run_1/final_congestion.png
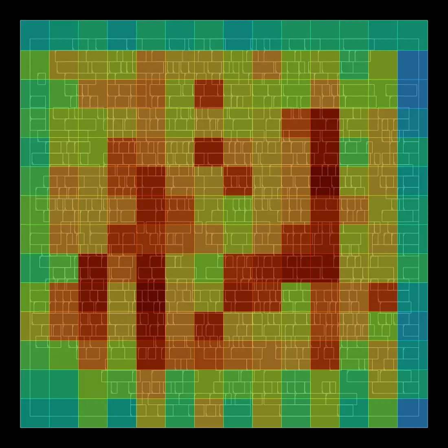
run_1/registers.png
Other sequential cells in the stronger grey, the rest of the logic in the fainter grey.
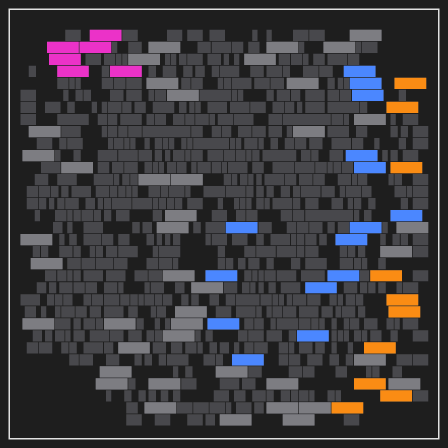
run_1/port_nets.png
The bar under the picture is 20 µm long.
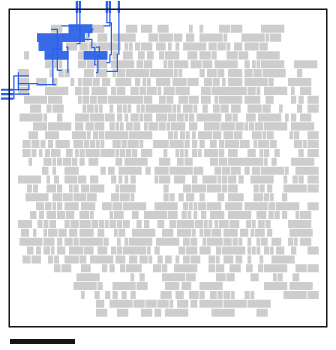
===== src/rtl/tank_pkg.sv =====
// tank_pkg: shared types, fixed-point constants and the heading trig table.
//   angle_t : 4-bit heading, 16 steps of 22.5 deg, increasing clockwise on screen
//   trig_t  : signed Q3.4 sine/cosine (TRIG_ONE = 1.0)
//   pos_t   : unsigned 10.4 fixed-point screen position
package tank_pkg;
    typedef logic [3:0] angle_t;
    typedef logic signed [7:0] trig_t;
    typedef logic [13:0] pos_t;
    typedef enum logic [2:0] {IDLE, ROTATE, MOVE, CLAMP, COMMIT} state_t;
    localparam int TRIG_ONE = 16;
    localparam int FRAC_BITS = 4;
    localparam trig_t COS_LUT [16] = '{
        8'sd16, 8'sd15, 8'sd11, 8'sd6, 8'sd0, -8'sd6, -8'sd11, -8'sd15,
        -8'sd16, -8'sd15, -8'sd11, -8'sd6, 8'sd0, 8'sd6, 8'sd11, 8'sd15
    };
    function automatic trig_t cos_of(input angle_t a);
        return COS_LUT[a];
    endfunction
    // sine is the cosine table a quarter turn behind; the 4-bit add wraps mod 16
    function automatic trig_t sin_of(input angle_t a);
        angle_t k;
        k = a + 4'd12;
        return COS_LUT[k];
    endfunction
endpackage


===== src/rtl/tank_trig_lut.sv =====
// trig_lut: registered heading -> {sin_q, cos_q} lookup, updated only when load is high.
//   Clk, Reset : system clock, synchronous active-high reset (heading 0: cos=1.0, sin=0)
//   load       : capture the trig values of angle on this edge
//   angle      : heading to look up
//   sin_q/cos_q: registered Q3.4 sine/cosine
module trig_lut
    import tank_pkg::*;
(
    input  logic   Clk,
    input  logic   Reset,
    input  logic   load,
    input  angle_t angle,
    output trig_t  sin_q,
    output trig_t  cos_q
);
    always_ff @(posedge Clk) begin
        if (Reset) begin
            sin_q <= '0;
            cos_q <= trig_t'(TRIG_ONE);
        end else if (load) begin
            sin_q <= sin_of(angle);
            cos_q <= cos_of(angle);
        end
    end
endmodule


===== src/rtl/tank_motion.sv =====
// tank_motion: per-frame pose generator for one tank, advanced by the VGA vsync.
//   Clk, Reset         : system clock, synchronous active-high reset
//   frame_clk          : vsync, asynchronous to Clk (2-flop synchronized)
//   fwd, back          : move along / against the heading
//   rot_l, rot_r       : rotate counter-clockwise / clockwise by one step
//   TankX, TankY       : registered tank centre, pixels
//   sin_q, cos_q       : registered Q3.4 heading sine/cosine
//   frame_done         : high for the one cycle in which a new pose is first visible
// Build option TANK_TORUS_WRAP_EN: positions wrap around the play field instead of saturating.
module tank_motion
    import tank_pkg::*;
#(
    parameter int START_X = 320,
    parameter int START_Y = 240,
    parameter int X_MIN   = 16,
    parameter int X_MAX   = 623,
    parameter int Y_MIN   = 16,
    parameter int Y_MAX   = 463,
    parameter int SPEED   = 2
) (
    input  logic       Clk,
    input  logic       Reset,
    input  logic       frame_clk,
    input  logic       fwd,
    input  logic       back,
    input  logic       rot_l,
    input  logic       rot_r,
    output logic [9:0] TankX,
    output logic [9:0] TankY,
    output trig_t      sin_q,
    output trig_t      cos_q,
    output logic       frame_done
);
    localparam logic signed [15:0] SPD  = 16'(SPEED);
    localparam logic signed [15:0] X_LO = 16'(X_MIN << FRAC_BITS);
    localparam logic signed [15:0] X_HI = 16'(X_MAX << FRAC_BITS);
    localparam logic signed [15:0] Y_LO = 16'(Y_MIN << FRAC_BITS);
    localparam logic signed [15:0] Y_HI = 16'(Y_MAX << FRAC_BITS);
    localparam logic signed [15:0] PX0  = 16'(START_X << FRAC_BITS);
    localparam logic signed [15:0] PY0  = 16'(START_Y << FRAC_BITS);

    function automatic logic signed [15:0] bound(
        input logic signed [15:0] p,
        input logic signed [15:0] lo,
        input logic signed [15:0] hi
    );
`ifdef TANK_TORUS_WRAP_EN
        // re-enter from the opposite edge carrying the overshoot and fraction
        return p > hi ? p - hi + lo : p < lo ? hi - (lo - p) : p;
`else
        return p > hi ? hi : p < lo ? lo : p;
`endif
    endfunction

    logic [2:0] fsync;
    logic tick;
    state_t state;
    angle_t angle;
    logic signed [15:0] px, py, cx, sy, vx, vy, bx, by;

    // fsync[1] is the synchronized vsync, fsync[2] its previous value
    assign tick = fsync[1] & ~fsync[2];

    always_comb begin
        cx = 16'(cos_of(angle));
        sy = 16'(sin_of(angle));
        vx = (fwd & ~back) ? SPD * cx : (back & ~fwd) ? -(SPD * cx) : '0;
        vy = (fwd & ~back) ? SPD * sy : (back & ~fwd) ? -(SPD * sy) : '0;
        bx = bound(px, X_LO, X_HI);
        by = bound(py, Y_LO, Y_HI);
    end

    // outputs are loaded on the edge into COMMIT, so the whole pose appears
    // together in the cycle frame_done is high
    always_ff @(posedge Clk) begin
        if (Reset) begin
            fsync      <= '0;
            state      <= IDLE;
            angle      <= '0;
            px         <= PX0;
            py         <= PY0;
            TankX      <= 10'(START_X);
            TankY      <= 10'(START_Y);
            frame_done <= 1'b0;
        end else begin
            fsync      <= {fsync[1:0], frame_clk};
            frame_done <= 1'b0;
            case (state)
                IDLE:   state <= tick ? ROTATE : IDLE;
                ROTATE: begin
                    angle <= (rot_r & ~rot_l) ? angle + 4'd1 :
                             (rot_l & ~rot_r) ? angle - 4'd1 : angle;
                    state <= MOVE;
                end
                MOVE: begin
                    px    <= px + vx;
                    py    <= py + vy;
                    state <= CLAMP;
                end
                CLAMP: begin
                    px         <= bx;
                    py         <= by;
                    TankX      <= bx[13:4];
                    TankY      <= by[13:4];
                    frame_done <= 1'b1;
                    state      <= COMMIT;
                end
                COMMIT:  state <= IDLE;
                default: state <= IDLE;
            endcase
        end
    end

    trig_lut u_trig (
        .Clk   (Clk),
        .Reset (Reset),
        .load  (state == CLAMP),
        .angle (angle),
        .sin_q (sin_q),
        .cos_q (cos_q)
    );
endmodule


===== config.mk =====
export PLATFORM = sky130hd
export DESIGN_NAME = tank_motion
export DESIGN_NICKNAME = d
export VERILOG_FILES = /design/src/rtl/tank_pkg.sv /design/src/rtl/tank_trig_lut.sv /design/src/rtl/tank_motion.sv
export SDC_FILE = /design/constraint.sdc
export NUM_CORES = 1
export LEC_CHECK = 0
export CORE_MARGIN = 2
export CORE_UTILIZATION = 59
export DETAILED_ROUTE_END_ITERATION = 16
export GPL_ROUTABILITY_DRIVEN = 0
export PLACE_DENSITY = 0.81
export REMOVE_ABC_BUFFERS = 1
export SYNTH_ARGS = -nofsm -noshare
export SYNTH_HDL_FRONTEND = slang
export SYNTH_SLANG_ARGS = --single-unit

===== constraint.sdc =====
create_clock -name Clk -period 4.7 [get_ports Clk]
set_input_delay 0.94 -clock Clk [delete_from_list [all_inputs] [get_ports Clk]]
set_output_delay 0.94 -clock Clk [all_outputs]
set_load 0.005 [all_outputs]

==> qor.yml, run 1 <==
timing:
  finalClockSkew_ps: 12.3
  setup_ws_ps: 365
  setup_tns_ps: 0
  hold_violations: 0
  layout_min_cycle_time_ps: 4340
  fin_crit_sh: 0.922
  rsz0062_at_grt: "no"
power:
  pg_clk_uw: 613
  power.group.top: "sequential cells"
  total_power_uw: 1600
  leakagePower_uw: 0.00234
  irDropWorstVdd_mv: 0.175
  seq_power_share: 0.414
synthesis:
  synth_cell_types: 71
  xor_share: 0.0516
  ys_sh_mux: 0.0182
  ys_sh_simple: 0.188
  async_flop_share: 0
  yosysSeqAreaShare: 0.287
  syn_area_per_cell_um2: 8.01
critical_path:
  regToRegStartpoint: "angle[0]"
  slowest_delay_ps: 560
  cp_slowest_cell: "dfxtp_1"
  critPathLaunchType: "register"
  r2r.worst_path.cells: 15
  crit_chain: "inv_1 -> ha_1 -> mux4_2 -> and3b_1 -> and3_2 -> inv_1 -> ha_1 -> o21ai_0 -> ha_1 -> or3_1 -> a221oi_2 -> o21ai_2 -> a221oi_2 -> nor4_1 -> a311o_1"
  path_common_cell: "ha_1"
  critical_path_arrival_ps: 4600
  cp_max_fo: 9
  critical_path_required_ps: 4960
  critPathBufInv: 2
  crit_family: "AND-OR/OR-AND gates"
placement:
  placed_area_mm2: 0.00555
  dp.cells: 754
  hpwlAfterDp_um: 10000
  pre_cts_ws_ps: 436
finish:
  sh_comb_area: 0.585
  largestClassByArea: "combinational gates"
  nFillCells: 687
  drive_gt1_frac: 0.0707
  num-multi-input-gates: 507
  finalNetCount: 712
  buffer_area_frac: 0.0890
  fin_area_mm2: 0.00579
  syn_to_final_growth_pct: 13.8
cts:
  tritoncts: "done"
  cts_root_buffer: "clkbuf_8"
  clk_path_buf_depth: 2
  ctsHtreeMaxLevel: 3
  cts_setup_buffers: 0
grt:
  grt_pass1_vias: 4803
  use_met1: 0.364
  grt_max_degree: 45
  grt_pass1_wl_um: 22800
outcome:
  outcome: "finished clean"
drt:
  vias: 5022
  first_pass_iters: 5
  wirelength_um: 13600
  met2_length_um: 6380
  routed.top_layer: "met4"
  wl_met1_um: 5640
  via_per_inst: 6.52
floorplanning:
  row_count: 33
  die_h_um: 96.9
  fp_util: 0.613
  taps: 105
min_path:
  whs_endpoint: "TankX[5]"
  holdPathStages: 2
flow_run:
  maxCapViolations: 0
About final_congestion.png:
WL/cell: 17.6 µm
met2 usage: 0.472
total track usage: 0.292

About registers.png:
| colour | name in the netlist | flops |
|---|---|---|
| orange | `TankX` | 10 |
| blue | `px` | 15 |
| magenta | `u_trig.sin_q` | 6 |
not coloured: 42
final core utilization: 0.698
register share of the cell area: 0.252
seq pwr: 660 µW
FF/Latch Area: 0.00146 mm²

About port_nets.png:
| colour | port | bits | direction | edge | end cells | buffers | wire |
|---|---|---|---|---|---|---|---|
| blue | `sin_q` | 8 | output | 5 north, 3 west | 6 | 8 | 176 µm |
number of I/O port buffers: 43
# IOs: 44

## run 1: cell usage in the layout, fill, tap and decap left out, types with 9 or more instances in the layout
master | Yosys | final
nand2_1 | 46 | 46
inv_1 | 14 | 14
a211oi_1 | 16 | 16
dfxtp_1 | 73 | 73
nand3_1 | 12 | 12
a21o_1 | 13 | 13
clkdlybuf4s50_1 | 0 | 42
nor2_1 | 70 | 70
buf_4 | 4 | 12
clkbuf_8 | 1 | 9
nor3_1 | 12 | 12
xnor2_1 | 16 | 16
a21oi_1 | 57 | 57
o21ai_0 | 49 | 49
xor2_1 | 14 | 14
ha_1 | 42 | 42
## run 1: registers in the layout (all words and copies together) (netlist names)
signal,flops
px,15
py,15
TankX,10
TankY,10
u_trig.cos_q,6
u_trig.sin_q,6
angle,4
fsync,3
state,3
frame_done,1
## run 1: Yosys cell counts (5+ instances only)
master,n,area share
nand2b_1,7,0.0086
nor3_1,12,0.012
nor2_1,70,0.052
xor2_1,14,0.024
mux2i_1,7,0.014
ha_1,42,0.10
buf_2,6,0.0059
a21oi_1,57,0.056
xnor2_1,16,0.028
a21o_1,13,0.019
buf_1,6,0.0044
or3_1,7,0.0086
inv_1,14,0.010
nand3_1,12,0.012
and3_1,6,0.0074
a32o_1,7,0.014
o22ai_1,8,0.0098
nand4_1,7,0.0086
nor4_1,7,0.0086
nor2b_1,8,0.0098
a31o_2,6,0.010
dfxtp_1,73,0.29
o211ai_1,5,0.0074
o21a_1,7,0.010
a22oi_1,6,0.0089
a211oi_1,16,0.024
o21ai_0,49,0.048
clkbuf_1,24,0.018
nand2_1,46,0.034
o21bai_1,5,0.0074
o31ai_1,5,0.0074
a31oi_1,7,0.0086
run_1/met1.png
Supply wires on this layer in grey. Cells faint in the background.
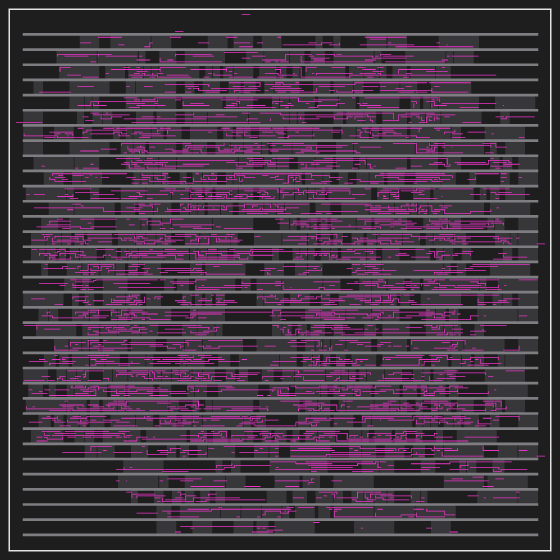

## Run 2: what changed since run 1
Settings changed: CAP_MARGIN set to 20, CORE_UTILIZATION 59 to 63, PLACE_DENSITY 0.81 to 0.86.
Clock period 4.7 ns to 5.2 ns, I/O delays scaled along.
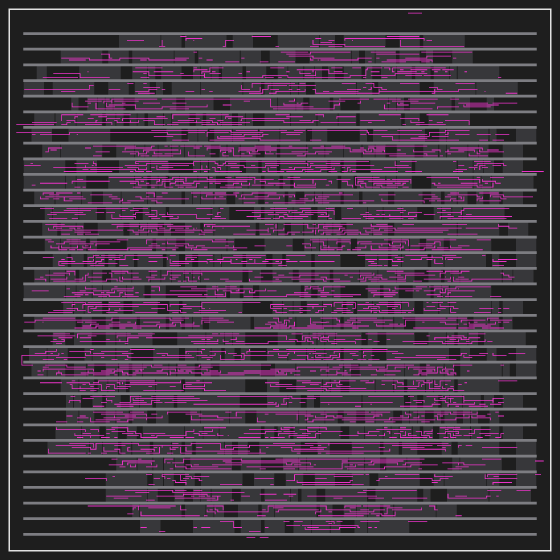
run_2/met1.png
Supply wires on this layer in grey. Cells faint in the background.
longest straight run: 25.8 µm
main direction: horizontal
nets with wire on the layer: 660
wire length on this layer: 5630 µm

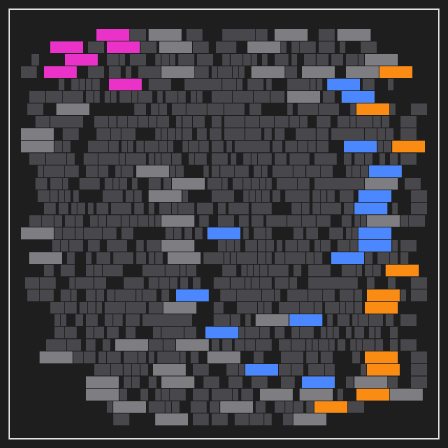
run_2/registers.png
Other sequential cells in the stronger grey, the rest of the logic in the fainter grey.
| colour | name in the netlist | flops |
|---|---|---|
| orange | `TankX` | 10 |
| magenta | `u_trig.sin_q` | 6 |
| blue | `px` | 15 |
not coloured: 42

==> run 2 against run 1 <==
Against the previous run:
- critical path type unchanged
- utilization grew 4.3 points
- highest routed layer unchanged
- combinational power shrank 8.7%
- register-to-register slack gained 360 ps
- sequential share of layout area grew 0.15 points
==> qor.yml, run 2 <==
outcome:
  outcome: "finished clean"
timing:
  finalClockSkew_ps: 7.23
  fin_crit_sh: 0.860
  hold_violations: 0
  slew_headroom: 0.357
  layout_min_cycle_time_ps: 4470
  worstMarginPinSlew_ps: 963
  setup_tns_ps: 0
  rsz0062_at_grt: "no"
power:
  pg_clk_uw: 552
  seq_power_share: 0.415
  power_switching_uw: 424
  comb-power_uw: 294
  power.density_mw_per_mm2: 251
  power.group.top: "sequential cells"
  leakagePower_uw: 0.00232
  p_seq_uw: 599
  irDropWorstVdd_mv: 0.123
drt:
  via_per_inst: 6.63
  first_pass_iters: 7
  vias: 5056
  drc: 0
  wirelength_um: 14000
  wire_per_inst_um: 18.3
synthesis:
  syn_area_per_cell_um2: 8.01
  ys_top_cells_by_count: "dfxtp_1 (73), nor2_1 (70), a21oi_1 (57), o21ai_0 (49), nand2_1 (46)"
  async_flop_share: 0
  yosysTopAreaCellShare: 0.287
  synth_cell_types: 71
  synth.area.top_cells: "dfxtp_1 (29%), ha_1 (10%), a21oi_1 (5.6%), nor2_1 (5.2%), o21ai_0 (4.8%)"
  top_area_cell: "dfxtp_1"
  yosysSeqAreaShare: 0.287
  most_common_cell: "dfxtp_1"
min_path:
  whs_endpoint: "TankX[7]"
  hp-class: "register to register"
cts:
  cts_setup_buffers: 0
  tritoncts: "done"
  clk_path_buf_depth: 2
  ctsHtreeMaxLevel: 3
  clock-sinks: 73
  cts_hold_buf: 0
  cts_root_buffer: "clkbuf_8"
critical_path:
  slowest_delay_ps: 580
  r2r.worst_path.cells: 16
  cp_slowest_cell: "dfxtp_1"
  critical_path_required_ps: 5460
  critical_path_arrival_ps: 4730
  critPathLaunchType: "register"
  cp_max_fo: 11
  regToRegStartpoint: "angle[1]"
  crit_family: "AND-OR/OR-AND gates"
  critPathBufInv: 2
finish:
  lay_top_count: "dfxtp_1"
  finalNetCount: 708
  lay_top_cells: "dfxtp_1 (73), nor2_1 (70), a21oi_1 (57)"
  syn_to_final_growth_pct: 13.2
  largestRegisters: "px: 15 flops, py: 15 flops"
  drive_gt1_frac: 0.0651
  fin_area_mm2: 0.00576
floorplanning:
  io_pins: 44
  fp_util: 0.655
  die_h_um: 93.9
  row_count: 32
grt:
  grt_max_degree: 33
  grt_usage: 0.325
  grt_pass1_wl_um: 22800
placement:
  numPortBuffers: 43
  placed_area_mm2: 0.00551
  hpwlAfterDp_um: 10000
flow_run:
  maxCapViolations: 0
-- run 2: netlist changes by cell type in the layout (fill, tap and decap cells not counted), sizes merged --
cell	before	now
clkinvlp	0	1
buf	13	9
clkbuf	10	11
clkinv	3	1
-- run 2: final cells by class --
type,instances,area (µm²)
tap,102,128
clock inverter,5,103
sequential,73,1460
timing repair buffer,51,485
clock buffer,11,141
multi-input combinational,507,3390
inverter,14,52.6
fill,579,2010
-- run 2: worst min-delay path: stages (launching register included) --
cell	delay, ps
dfxtp_1	310
nand2_1	50
a21oi_1	50
-- run 2: routing by layer --
layer	global-route usage	share of wire	vias to the layer above
met3	0.0634	0.069	46
met4	0.130	0.039	0
li1	-	-	2391
met1	0.398	0.40	2385
met2	0.560	0.49	234
met5	0	0	-
-- run 2: worst max path at each step --
stage             end  startpoint  cells past startpoint  slack, ps
2_1_floorplan  px[14]    angle[0]                     15       1280
3_3_place_gp   px[14]    angle[0]                     15        920
3_5_place_dp   py[15]         fwd                     11        750
4_1_cts        py[15]    angle[0]                     16        790
5_1_grt        py[15]    angle[1]                     16        430
6_report       py[15]    angle[1]                     16        730
-- run 2: stage by stage --
step           power, µW   util  instances  worst slack (ps)
2_1_floorplan        810      -        594              1280
3_3_place_gp         877  0.710        747               922
3_5_place_dp         893  0.710        747               753
4_1_cts             1440  0.741        763               792
5_1_grt             1500  0.741        763               431
6_report            1440  0.741        763               727
-- run 2: logic make-up after synthesis --
group,share of synthesized area
and+or+nand+nor,0.188
xor gates and xnor gates,0.0516
DFF,0.287
adders and majority gates,0.115
buffers and inverters,0.0470
AOI/OAI and AO/OA,0.292
muxes,0.0182
run_2/port_nets.png
The bar under the picture is 20 µm long.
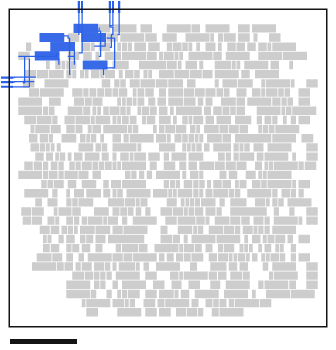

## Run 3: what changed since run 2
Settings changed: CORE_ASPECT_RATIO set to 0.5.
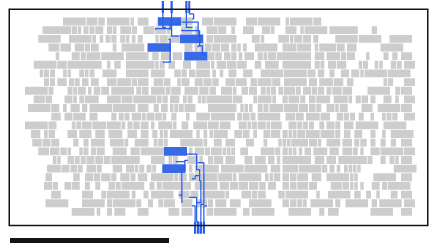
run_3/port_nets.png
The bar under the picture is 50 µm long.
| colour | port | bits | direction | edge | end cells | buffers | wire |
|---|---|---|---|---|---|---|---|
| blue | `sin_q` | 8 | output | 4 north, 4 south | 6 | 8 | 166 µm |

==> run 3 against run 2 <==
Against the previous run:
- sequential share of layout area fell by 0.39 points
- cell area increased by 1.6%
- utilization decreased by 0.23 points
- register-to-register slack barely moved
- worst hold slack got worse by 18 ps
- count of clock-buffer cells in the layout unchanged
- global-route usage shrank 0.81 points
- clock skew is essentially flat
- critical path depth shrank 1
- critical endpoint is now px[14]
- critical path type unchanged
==> qor.yml, run 3 <==
cts:
  clk_path_buf_depth: 2
  numCtsBuffers: 9
  clock-sinks: 73
  cts_root_buffer: "clkbuf_16"
  ctsHtreeMaxLevel: 3
  clock_insertion_delay_worst_skew_ps: 350
  tritoncts: "done"
  cts_setup_buffers: 0
  cts_hold_buf: 0
timing:
  layout_min_cycle_time_ps: 4460
  slew_headroom: 0.247
  rsz0062_at_grt: "no"
  setup_tns_ps: 0
  fin_crit_sh: 0.858
  setup_ws_ps: 739
  hold_violations: 0
  worstMarginPinSlew_ps: 1120
  finalClockSkew_ps: 7.38
synthesis:
  synth.area.top_cells: "dfxtp_1 (29%), ha_1 (10%), a21oi_1 (5.6%), nor2_1 (5.2%), o21ai_0 (4.8%)"
  top_area_cell: "dfxtp_1"
  most_common_cell: "dfxtp_1"
  synth_cell_types: 71
  synthAoiAreaFrac: 0.292
  ys_sh_simple: 0.188
  fa_ha_area_frac: 0.115
  ys_sh_mux: 0.0182
  yosysSeqAreaShare: 0.287
  xor_share: 0.0516
  top_logic_kind: "AND-OR/OR-AND gates"
  ys_top_cells_by_count: "dfxtp_1 (73), nor2_1 (70), a21oi_1 (57), o21ai_0 (49), nand2_1 (46)"
  yosysTopAreaCellShare: 0.287
  syn_area_per_cell_um2: 8.01
  async_flop_share: 0
floorplanning:
  die_h_um: 67.5
  core_area_mm2: 0.00791
  row_count: 23
  io_pins: 44
  fp_util: 0.643
  dieArea_mm2: 0.00885
critical_path:
  critPathLaunchType: "register"
  critical_path_required_ps: 5430
  cp_max_fo: 11
  critical_path_arrival_ps: 4690
drt:
  wire_per_inst_um: 17.4
  via_per_inst: 6.46
  drc: 0
  first_pass_iters: 5
  wirelength_um: 13500
  vias: 4990
grt:
  grt_pass1_wl_um: 21600
  grt_max_degree: 41
  grt_pass1_vias: 4422
  grt_usage: 0.317
finish:
  largestRegisters: "px: 15 flops, py: 15 flops"
  syn_to_final_growth_pct: 15.0
  drive_gt1_frac: 0.0651
  finalNetCount: 708
  lay_top_cells: "dfxtp_1 (73), nor2_1 (70), a21oi_1 (57)"
  lay_top_count: "dfxtp_1"
outcome:
  outcome: "finished clean"
power:
  power.density_mw_per_mm2: 267
  irDropWorstVdd_mv: 0.216
  total_power_uw: 1560
  leakagePower_uw: 0.00236
placement:
  hpwlAfterDp_um: 9340
  pre_cts_ws_ps: 810
  numPortBuffers: 43
min_path:
  hp-class: "register to register"
flow_run:
  maxCapViolations: 0
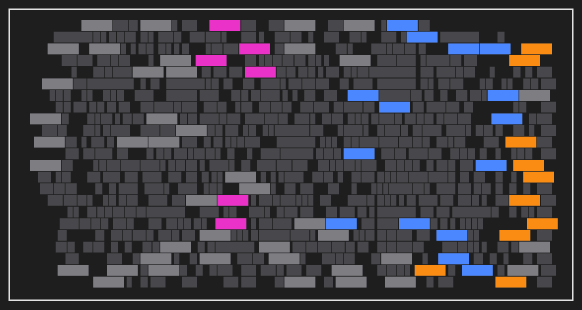
run_3/registers.png
Other sequential cells in the stronger grey, the rest of the logic in the fainter grey.
| colour | name in the netlist | flops |
|---|---|---|
| magenta | `u_trig.sin_q` | 6 |
| blue | `px` | 15 |
| orange | `TankX` | 10 |
not coloured: 42

[run 3: area by class of cell]
| type | count | area, µm² |
|---|---|---|
| multi-input combinational | 507 | 3390 |
| fill | 605 | 2070 |
| sequential | 73 | 1460 |
| timing repair buffer | 51 | 485 |
| clock buffer | 11 | 243 |
| tap | 112 | 140 |
| clock inverter | 5 | 78.8 |
| inverter | 14 | 52.6 |
[run 3: routing by layer]
metal,track usage,wire (µm)
met1,0.416,5990
met2,0.530,6150
met3,0.0650,1090
met4,0.106,255
met5,0,0
[run 3: critical path: stages (launching register included)]
cell      delay [ps]
dfxtp_1          550
inv_1            170
ha_1             350
mux4_2           530
and3b_1          290
and3_2           200
inv_1             40
ha_1             250
o21ai_0          120
ha_1             290
or3_1            390
a221oi_2         340
o21ai_2          140
a221oi_2         270
nor4_1            80
a311o_1          320
[run 3: final timing paths]
path	startpoint	end	cells past startpoint
worst min-delay path	fsync[0]	fsync[1]	1
worst max-delay path	angle[1]	px[14]	15
worst max register to register	angle[1]	px[14]	15
worst min register to register	fsync[0]	fsync[1]	1
[run 3: per-stage QoR]
stage	std cells	area [µm²]	hold WS, ps	utilization
floorplan	594	4900	414	-
global placement	757	5530	426	0.698
detailed placement	757	5530	425	0.698
CTS	773	5850	438	0.739
global route	773	5850	458	0.739
finish	773	5850	438	0.739
[run 3: where the power goes]
part / internal [µW] / total [µW] / switching [µW] / leakage (µW)
sequential: 574 / 597 / 23.1 / 0.000590
combinational: 116 / 292 / 176 / 0.00161
clock: 432 / 671 / 239 / 0.000159
total: 1120 / 1560 / 439 / 0.00236
[run 3: cells by family (layout without fill, tap and decap cells)]
family          count (synthesis)  in the layout
compound gates                224            224
xor+xnor                       30             30
fa+ha+maj                      45             45
buf+inv                        55             81
flops                          73             73
mux                             8              8
simple gates                  200            200

==> screenshots <==
M2 wires.
Cells faint in the background.
shot_01.png
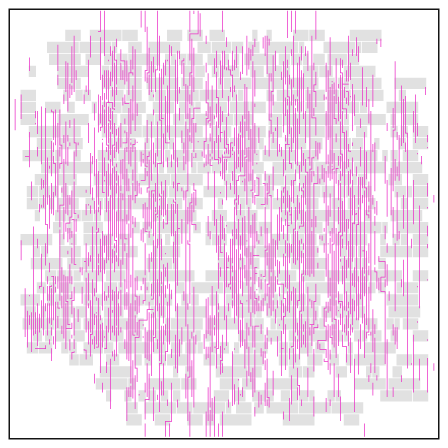
shot_02.png
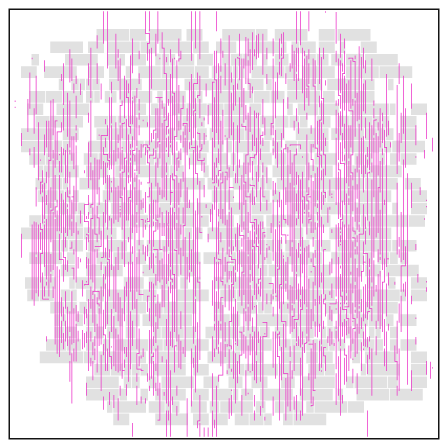
shot_03.png
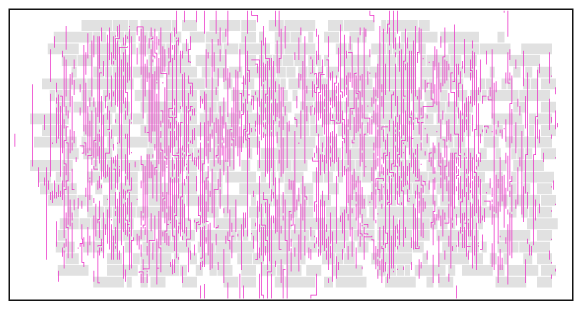
shot_01.png is run 1.
shot_03.png is run 3.
shot_02.png is run 2.

Power figures rest on the tool's default switching activity, not on a simulated workload.
